### Selected gate families

Drawn at 1.5 px/µm.
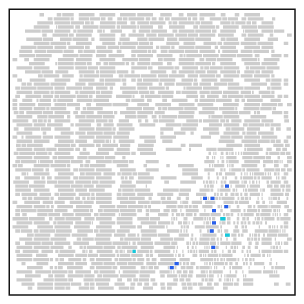
### M1 wires

Drawn at 1.5 px/µm.
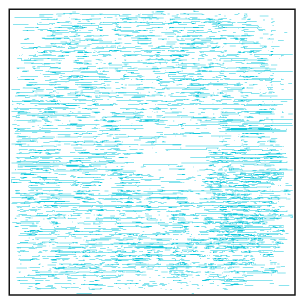
### Where the registers sit

Drawn at 2 px/µm. Other sequential cells in the stronger grey, the rest of the logic in the fainter grey.
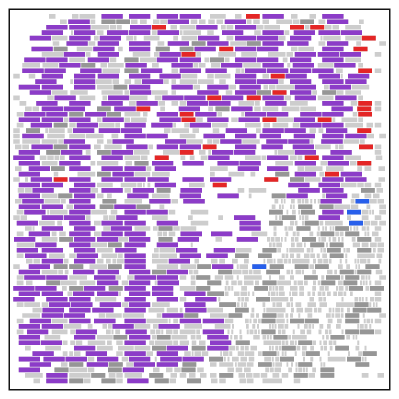
### A small window of the routed layout

Region (130, 130) to (155, 155) µm. Cells in grey, sequential cells in the stronger grey; small squares are vias.
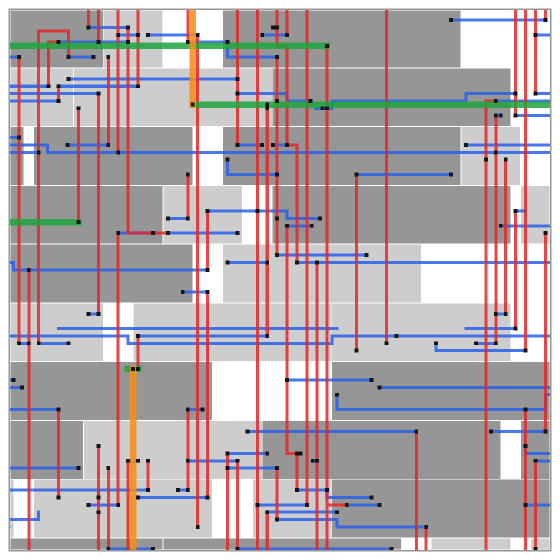
### Track usage over the die

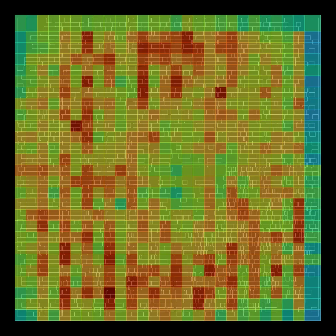
**src/rtl/datamover_sched_package.sv**
```systemverilog
// ---------------------------------------------------------------------------
// datamover_sched_package
// Shared types for the datamover job scheduler.
//   job_t          : one transfer descriptor (source, sink, length, tag)
//   sched_state_e  : scheduler FSM encoding
//   queue_count_w  : width of an occupancy counter for a given queue depth
// ---------------------------------------------------------------------------
package datamover_sched_package;

    // Width of the tag stored in a queued descriptor. The scheduler's ID_W
    // parameter is expected to match this value.
    localparam int unsigned JOB_ID_W = 4;

    // Default queue depth and the matching occupancy counter width.
    localparam int unsigned DEFAULT_QUEUE_DEPTH = 4;
    localparam int unsigned DEFAULT_COUNT_W     = $clog2(DEFAULT_QUEUE_DEPTH) + 1;

    typedef struct packed {
        logic [31:0]         src_addr;
        logic [31:0]         dst_addr;
        logic [31:0]         len;
        logic [JOB_ID_W-1:0] id;
    } job_t;

    // Explicit encodings keep the state values stable for register maps and
    // external checkers.
    typedef enum logic [2:0] {
        ST_IDLE   = 3'd0,
        ST_START  = 3'd1,
        ST_WORK   = 3'd2,
        ST_FINISH = 3'd3,
        ST_SKIP   = 3'd4
    } sched_state_e;

    // An occupancy counter must represent 0..depth inclusive.
    function automatic int unsigned queue_count_w(input int unsigned depth);
        return $clog2(depth) + 1;
    endfunction

endpackage

```
**src/rtl/datamover_job_fifo.sv**
```systemverilog
// ---------------------------------------------------------------------------
// datamover_job_fifo
// Descriptor queue for the job scheduler: DEPTH entries of job_t, first-word
// fall-through head, synchronous active-low reset and synchronous clear.
// Ports:
//   clk, rst_n, clear   : clock, sync active-low reset, sync soft clear
//   push, push_data     : write request (ignored while full) and descriptor
//   pop                 : release the head entry (ignored while empty)
//   head                : oldest entry, valid whenever empty is low
//   count, full, empty  : registered occupancy and derived flags
// ---------------------------------------------------------------------------
module datamover_job_fifo
    import datamover_sched_package::*;
#(
    parameter int unsigned DEPTH = DEFAULT_QUEUE_DEPTH
) (
    input  logic                  clk,
    input  logic                  rst_n,
    input  logic                  clear,
    input  logic                  push,
    input  job_t                  push_data,
    input  logic                  pop,
    output job_t                  head,
    output logic [$clog2(DEPTH):0] count,
    output logic                  full,
    output logic                  empty
);

    localparam int unsigned PTR_W = $clog2(DEPTH);
    localparam int unsigned CW    = queue_count_w(DEPTH);
    localparam logic [CW-1:0] FULL_COUNT = CW'(DEPTH);

    job_t             mem [DEPTH];
    logic [PTR_W-1:0] wr_ptr;
    logic [PTR_W-1:0] rd_ptr;
    logic             do_push;
    logic             do_pop;

    // Full/empty come from the registered count only, so a pop in the same
    // cycle never makes room for a push.
    assign full    = (count == FULL_COUNT);
    assign empty   = (count == '0);
    assign do_push = push & ~full;
    assign do_pop  = pop & ~empty;
    assign head    = mem[rd_ptr];

    // Pointers wrap naturally because DEPTH is a power of two.
    always_ff @(posedge clk) begin
        if (!rst_n || clear) begin
            wr_ptr <= '0;
            rd_ptr <= '0;
            count  <= '0;
        end else begin
            if (do_push) begin
                wr_ptr <= wr_ptr + 1'b1;
            end
            if (do_pop) begin
                rd_ptr <= rd_ptr + 1'b1;
            end
            case ({do_push, do_pop})
                2'b10:   count <= count + 1'b1;
                2'b01:   count <= count - 1'b1;
                default: count <= count;
            endcase
        end
    end

    // Storage needs no reset: entries are only read while count says valid.
    always_ff @(posedge clk) begin
        if (do_push) begin
            mem[wr_ptr] <= push_data;
        end
    end

endmodule

```
**src/rtl/datamover_job_sched.sv**
```systemverilog
// ---------------------------------------------------------------------------
// datamover_job_sched
// Job-queue controller for the datamover streamers. Descriptors are queued,
// launched one at a time with a synchronised start to source and sink, and
// retired with a done event carrying the job id and its cycle count.
// Ports:
//   clk_i, rst_ni, clear_i       : clock, sync active-low reset, soft clear
//   job_*_i, job_ready_o         : descriptor push interface
//   src/dst_base_addr_o, tot_len_o : config for the address generators
//   src/sink_req_start_o         : start pulse pair (always together)
//   src/sink_ready_start_i       : streamers able to accept a start
//   src/sink_done_i              : streamer completion pulses
//   tcdm_fifo_empty_i            : TCDM FIFO drained
//   busy_o                       : job active or queue non-empty
//   evt_done_o / evt_err_o       : job complete / zero-length job skipped
//   done_id_o, done_cycles_o     : last retired id / last job duration
//   queue_count_o                : queued descriptors
//
// Push handshake: a descriptor is taken on a rising clock edge where
// job_valid_i and job_ready_o are both high. job_ready_o depends only on the
// registered queue occupancy, never on job_valid_i or on a same-cycle pop;
// the host may hold job_valid_i and the descriptor until it is taken.
// ---------------------------------------------------------------------------
module datamover_job_sched
    import datamover_sched_package::*;
#(
    parameter int unsigned QUEUE_DEPTH = DEFAULT_QUEUE_DEPTH,
    parameter int unsigned ID_W        = JOB_ID_W,
    parameter int unsigned CNT_W       = 32
) (
    input  logic                         clk_i,
    input  logic                         rst_ni,
    input  logic                         clear_i,
    input  logic                         job_valid_i,
    output logic                         job_ready_o,
    input  logic [31:0]                  job_src_addr_i,
    input  logic [31:0]                  job_dst_addr_i,
    input  logic [31:0]                  job_len_i,
    input  logic [ID_W-1:0]              job_id_i,
    output logic [31:0]                  src_base_addr_o,
    output logic [31:0]                  dst_base_addr_o,
    output logic [31:0]                  tot_len_o,
    output logic                         src_req_start_o,
    output logic                         sink_req_start_o,
    input  logic                         src_ready_start_i,
    input  logic                         src_done_i,
    input  logic                         sink_ready_start_i,
    input  logic                         sink_done_i,
    input  logic                         tcdm_fifo_empty_i,
    output logic                         busy_o,
    output logic                         evt_done_o,
    output logic                         evt_err_o,
    output logic [ID_W-1:0]              done_id_o,
    output logic [CNT_W-1:0]             done_cycles_o,
    output logic [$clog2(QUEUE_DEPTH):0] queue_count_o
);

    sched_state_e                 state;
    sched_state_e                 state_next;
    job_t                         push_job;
    job_t                         head;
    logic                         q_full;
    logic                         q_empty;
    logic                         q_pop;
    logic [$clog2(QUEUE_DEPTH):0] q_count;

    logic                         fire;
    logic                         latch_done;
    logic                         src_flag;
    logic                         sink_flag;
    logic                         src_seen;
    logic                         sink_seen;
    logic                         work_done;
    logic                         run_next;

    logic [CNT_W-1:0]             cnt;
    logic [CNT_W-1:0]             cnt_inc;
    logic [31:0]                  src_base;
    logic [31:0]                  dst_base;
    logic [31:0]                  tot_len;
    logic [ID_W-1:0]              done_id_q;
    logic [CNT_W-1:0]             done_cycles_q;

    always_comb begin
        push_job          = '0;
        push_job.src_addr = job_src_addr_i;
        push_job.dst_addr = job_dst_addr_i;
        push_job.len      = job_len_i;
        push_job.id       = JOB_ID_W'(job_id_i);
    end

    datamover_job_fifo #(
        .DEPTH (QUEUE_DEPTH)
    ) u_fifo (
        .clk       (clk_i),
        .rst_n     (rst_ni),
        .clear     (clear_i),
        .push      (job_valid_i),
        .push_data (push_job),
        .pop       (q_pop),
        .head      (head),
        .count     (q_count),
        .full      (q_full),
        .empty     (q_empty)
    );

    // The head entry is released only once its job has been retired.
    assign q_pop = (state == ST_FINISH) || (state == ST_SKIP);

    // Both streamers are started in the same cycle, and only when both can
    // accept; a lone start would desynchronise source and sink.
    assign fire = (state == ST_START) && src_ready_start_i && sink_ready_start_i;

    // Done pulses count from the start cycle on; a done coinciding with the
    // start pulse must not be lost.
    assign latch_done = fire || (state == ST_WORK);
    assign src_seen   = src_flag | src_done_i;
    assign sink_seen  = sink_flag | sink_done_i;
    assign work_done  = src_seen && sink_seen && tcdm_fifo_empty_i;

    assign cnt_inc = (&cnt) ? cnt : cnt + 1'b1;

    always_comb begin
        state_next = state;
        case (state)
            ST_IDLE: begin
                if (!q_empty) begin
                    state_next = (head.len == '0) ? ST_SKIP : ST_START;
                end
            end
            ST_START:  if (fire) state_next = ST_WORK;
            ST_WORK:   if (work_done) state_next = ST_FINISH;
            ST_FINISH: state_next = ST_IDLE;
            ST_SKIP:   state_next = ST_IDLE;
            default:   state_next = ST_IDLE;
        endcase
    end

    // Config registers follow the state they will be visible in, so they
    // carry the head descriptor exactly while the job is in START/WORK.
    assign run_next = (state_next == ST_START) || (state_next == ST_WORK);

    always_ff @(posedge clk_i) begin
        if (!rst_ni || clear_i) begin
            state         <= ST_IDLE;
            src_flag      <= 1'b0;
            sink_flag     <= 1'b0;
            cnt           <= '0;
            src_base      <= '0;
            dst_base      <= '0;
            tot_len       <= '0;
            done_id_q     <= '0;
            done_cycles_q <= '0;
        end else begin
            state <= state_next;

            // The START cycle itself counts as cycle 1.
            if ((state == ST_IDLE) && (state_next == ST_START)) begin
                cnt <= CNT_W'(1);
            end else if ((state == ST_START) || (state == ST_WORK)) begin
                cnt <= cnt_inc;
            end

            if (run_next) begin
                src_base <= head.src_addr;
                dst_base <= head.dst_addr;
                tot_len  <= head.len;
            end else begin
                src_base <= '0;
                dst_base <= '0;
                tot_len  <= '0;
            end

            if (state == ST_FINISH) begin
                src_flag  <= 1'b0;
                sink_flag <= 1'b0;
            end else if (latch_done) begin
                src_flag  <= src_seen;
                sink_flag <= sink_seen;
            end

            if (state == ST_FINISH) begin
                done_id_q     <= ID_W'(head.id);
                done_cycles_q <= cnt;
            end else if (state == ST_SKIP) begin
                done_id_q <= ID_W'(head.id);
            end
        end
    end

    assign job_ready_o      = ~q_full;
    assign queue_count_o    = q_count;
    assign src_req_start_o  = fire;
    assign sink_req_start_o = fire;
    assign src_base_addr_o  = src_base;
    assign dst_base_addr_o  = dst_base;
    assign tot_len_o        = tot_len;
    assign busy_o           = (state != ST_IDLE) || !q_empty;
    assign evt_done_o       = (state == ST_FINISH);
    assign evt_err_o        = (state == ST_SKIP);

    // Id and duration are presented together with the event pulse and held
    // afterwards until the next retirement.
    assign done_id_o     = ((state == ST_FINISH) || (state == ST_SKIP)) ? ID_W'(head.id) : done_id_q;
    assign done_cycles_o = (state == ST_FINISH) ? cnt : done_cycles_q;

endmodule

```
**config.mk**
```make
export PLATFORM = sky130hd
export DESIGN_NAME = datamover_job_sched
export DESIGN_NICKNAME = d
export VERILOG_FILES = /design/src/rtl/datamover_sched_package.sv /design/src/rtl/datamover_job_fifo.sv /design/src/rtl/datamover_job_sched.sv
export SDC_FILE = /design/constraint.sdc
export NUM_CORES = 1
export LEC_CHECK = 0
export CAP_MARGIN = 20
export CORE_UTILIZATION = 60
export DETAILED_ROUTE_END_ITERATION = 8
export PLACE_DENSITY_LB_ADDON = 0.25
export SYNTH_ARGS = -nofsm -noshare
export SYNTH_HDL_FRONTEND = slang
export SYNTH_HIERARCHICAL = 1
export SYNTH_SLANG_ARGS = --single-unit
```
**constraint.sdc**
```tcl
create_clock -name clk_i -period 10.1 [get_ports clk_i]
set_input_delay 1.01 -clock clk_i [delete_from_list [all_inputs] [get_ports clk_i]]
set_output_delay 1.01 -clock clk_i [all_outputs]
set_load 0.005 [all_outputs]
```
==> impl_results.rst <==
Implementation results
======================

.. list-table::
   :header-rows: 1

   * - Metric
     - Value
   * - Final setup violation count
     - 0
   * - Number of non-clock buffers in the layout
     - 265
   * - Post-synth cell types
     - 53
   * - Quantity of hold-fixing buffers added after cts
     - 0
   * - Capturing point of the worst reg2reg path
     - src_base_addr_o[2]
   * - Crit. End Element
     - flop
   * - Number of non-clock inverters in the layout
     - 16
   * - Max Clock Freq
     - just under 200 MHz
   * - Endpoint with the worst hold slack
     - u_fifo/rd_ptr[0]
   * - Detail Route met2 WL
     - 22600 µm
   * - Chip area
     - 35900 µm²
   * - Top-area cell type share of the netlist area
     - 56.9%
   * - Sequential cell count
     - 578
   * - Async set-or-reset flop fraction in the synthesized netlist
     - 0%
   * - Area taken by multi-input logic gates
     - 5140 µm²
   * - Antenna violations before repair
     - 5
   * - Buffer-and-inverter tally for the worst setup path
     - 3
   * - Power density of the placed cells
     - 190 nW/µm²
   * - Shortest clock period the worst path allows after layout
     - 5030 ps
   * - Post-synthesis register bit count
     - between 500 and 600
   * - Result of the run
     - complete, no violations
   * - Fin. max-slew vios
     - 0
   * - Final hold viol count
     - 0
   * - Post-DP HPWL
     - 25600 µm
   * - First-pass detailed-route iteration total
     - 7
   * - Sink Count
     - 578
   * - Most frequent cells after synthesis
     - 400 x sky130_fd_sc_hd__edfxtp_1, 178 x sky130_fd_sc_hd__dfxtp_1, 111 x sky130_fd_sc_hd__nand2_1, 100 x sky130_fd_sc_hd__mux4_2, 96 x sky130_fd_sc_hd__nor3b_1
   * - Post-layout utilization of the core
     - between 70% and 80%
   * - Mean area per synthesized cell
     - 17.2 µm²
   * - Multiplexer share
     - 10.9%
   * - Row Count
     - slightly below 70
   * - Number of stages on the worst setup path
     - 9
   * - Adder-cell share of the synthesized area
     - less than 1%
   * - Routability Congestion
     - roughly 0.8
   * - Post-route non-filler standard cell count
     - between 1500 and 2000
   * - Overall power of the completed layout
     - 4.93 mW
   * - Max FFs per register
     - 400
   * - Worst path cell trace
     - buf_4 -> mux4_2 -> nor4_1 -> nand2_1 -> or4_1 -> a21oi_4 -> buf_4 -> buf_4 -> nor3b_1
   * - Synthesis-to-finish area growth
     - 22.9%
   * - Post-CTS setup-driven buffer insertion count
     - 0
   * - Period Utilization, post-route
     - 49.8%
   * - RSZ-0062 raised after global routing
     - no
   * - Global-route track usage on met3
     - 5.63%
   * - Parity-gate share of the synthesized area counting xor and xnor cells
     - less than 1%
   * - Worst-Margin Slew
     - ~1000 ps
   * - Fraction of power spent switching nets
     - between 10% and 20%
   * - End point of the critical path
     - src_base_addr_o[2]
   * - Final worst-path setup slack
     - about 5000 ps
   * - Remaining global-route overflow
     - 0
   * - Clk slew on worst S/H paths
     - about 60 ps
   * - Drt via density
     - just under 6
   * - Cell count of the worst hold path
     - 2
   * - Peak per-stage delay on the critical path
     - 800 ps
   * - Nets
     - 1601
   * - Placeable core area
     - 34500 µm²
   * - Width of the die
     - 189 µm
   * - Critical path class
     - flop to flop
   * - Yosys warning count
     - 6
   * - Well tap count
     - 455
   * - Wire length on met3
     - 3000 µm
   * - Post-route design area
     - 25900 µm²
   * - Area reported by Yosys stat
     - between 20000 and 25000 µm²
   * - Remaining antenna violation count after routing
     - 0
   * - Static leakage
     - 8.39 nW
   * - Data required, critical path
     - between 10000 and 15000 ps
## Picture notes: 'Selected gate families'
[AND-OR and OR-AND gates] cyan | cells: 3
[XOR/XNOR gates] blue | cells: 10 | most used: xnor2_1
combinational fraction of the cell area: 19.8%
dominant logic cell type in the layout: sky130_fd_sc_hd__edfxtp_1

## Picture notes: 'M1 wires'
longest straight run: 56.3 µm
nets with wire on the layer: 1481
main direction: horizontal
GRT met1 Usage: 31.2%
final routed wirelength across all metal layers: 43800 µm
number of vias after detailed routing: 11500

## Picture notes: 'Where the registers sit'
[src_base_addr_o] red | flops: 32
[u_fifo/mem] purple | flops: 400 | where: all over the die
[done_id_q] blue | flops: 4 | where: east
sequential share of cell area: 60.1%
total sequential power: 2.60 mW
area occupied by registers: 15600 µm²

## Picture notes: 'A small window of the routed layout'
[met4] orange
[met3] green
[met1] blue
[met2] red
cells with their middle in the window: 23
netlist names of flops here include: u_fifo/mem (10), src_base_addr_o (1)
sequential cells in the window: 11
most frequent: edfxtp_1 (10), mux4_2 (4)

## Picture notes: 'Track usage over the die'
met2 track demand over resource: 42.8%
detail-routed net length per standard cell: 22.0 µm
global routing's busiest layer: met2
Tot GR Track Use: 25.0%

Power and IR drop assume default switching activity.
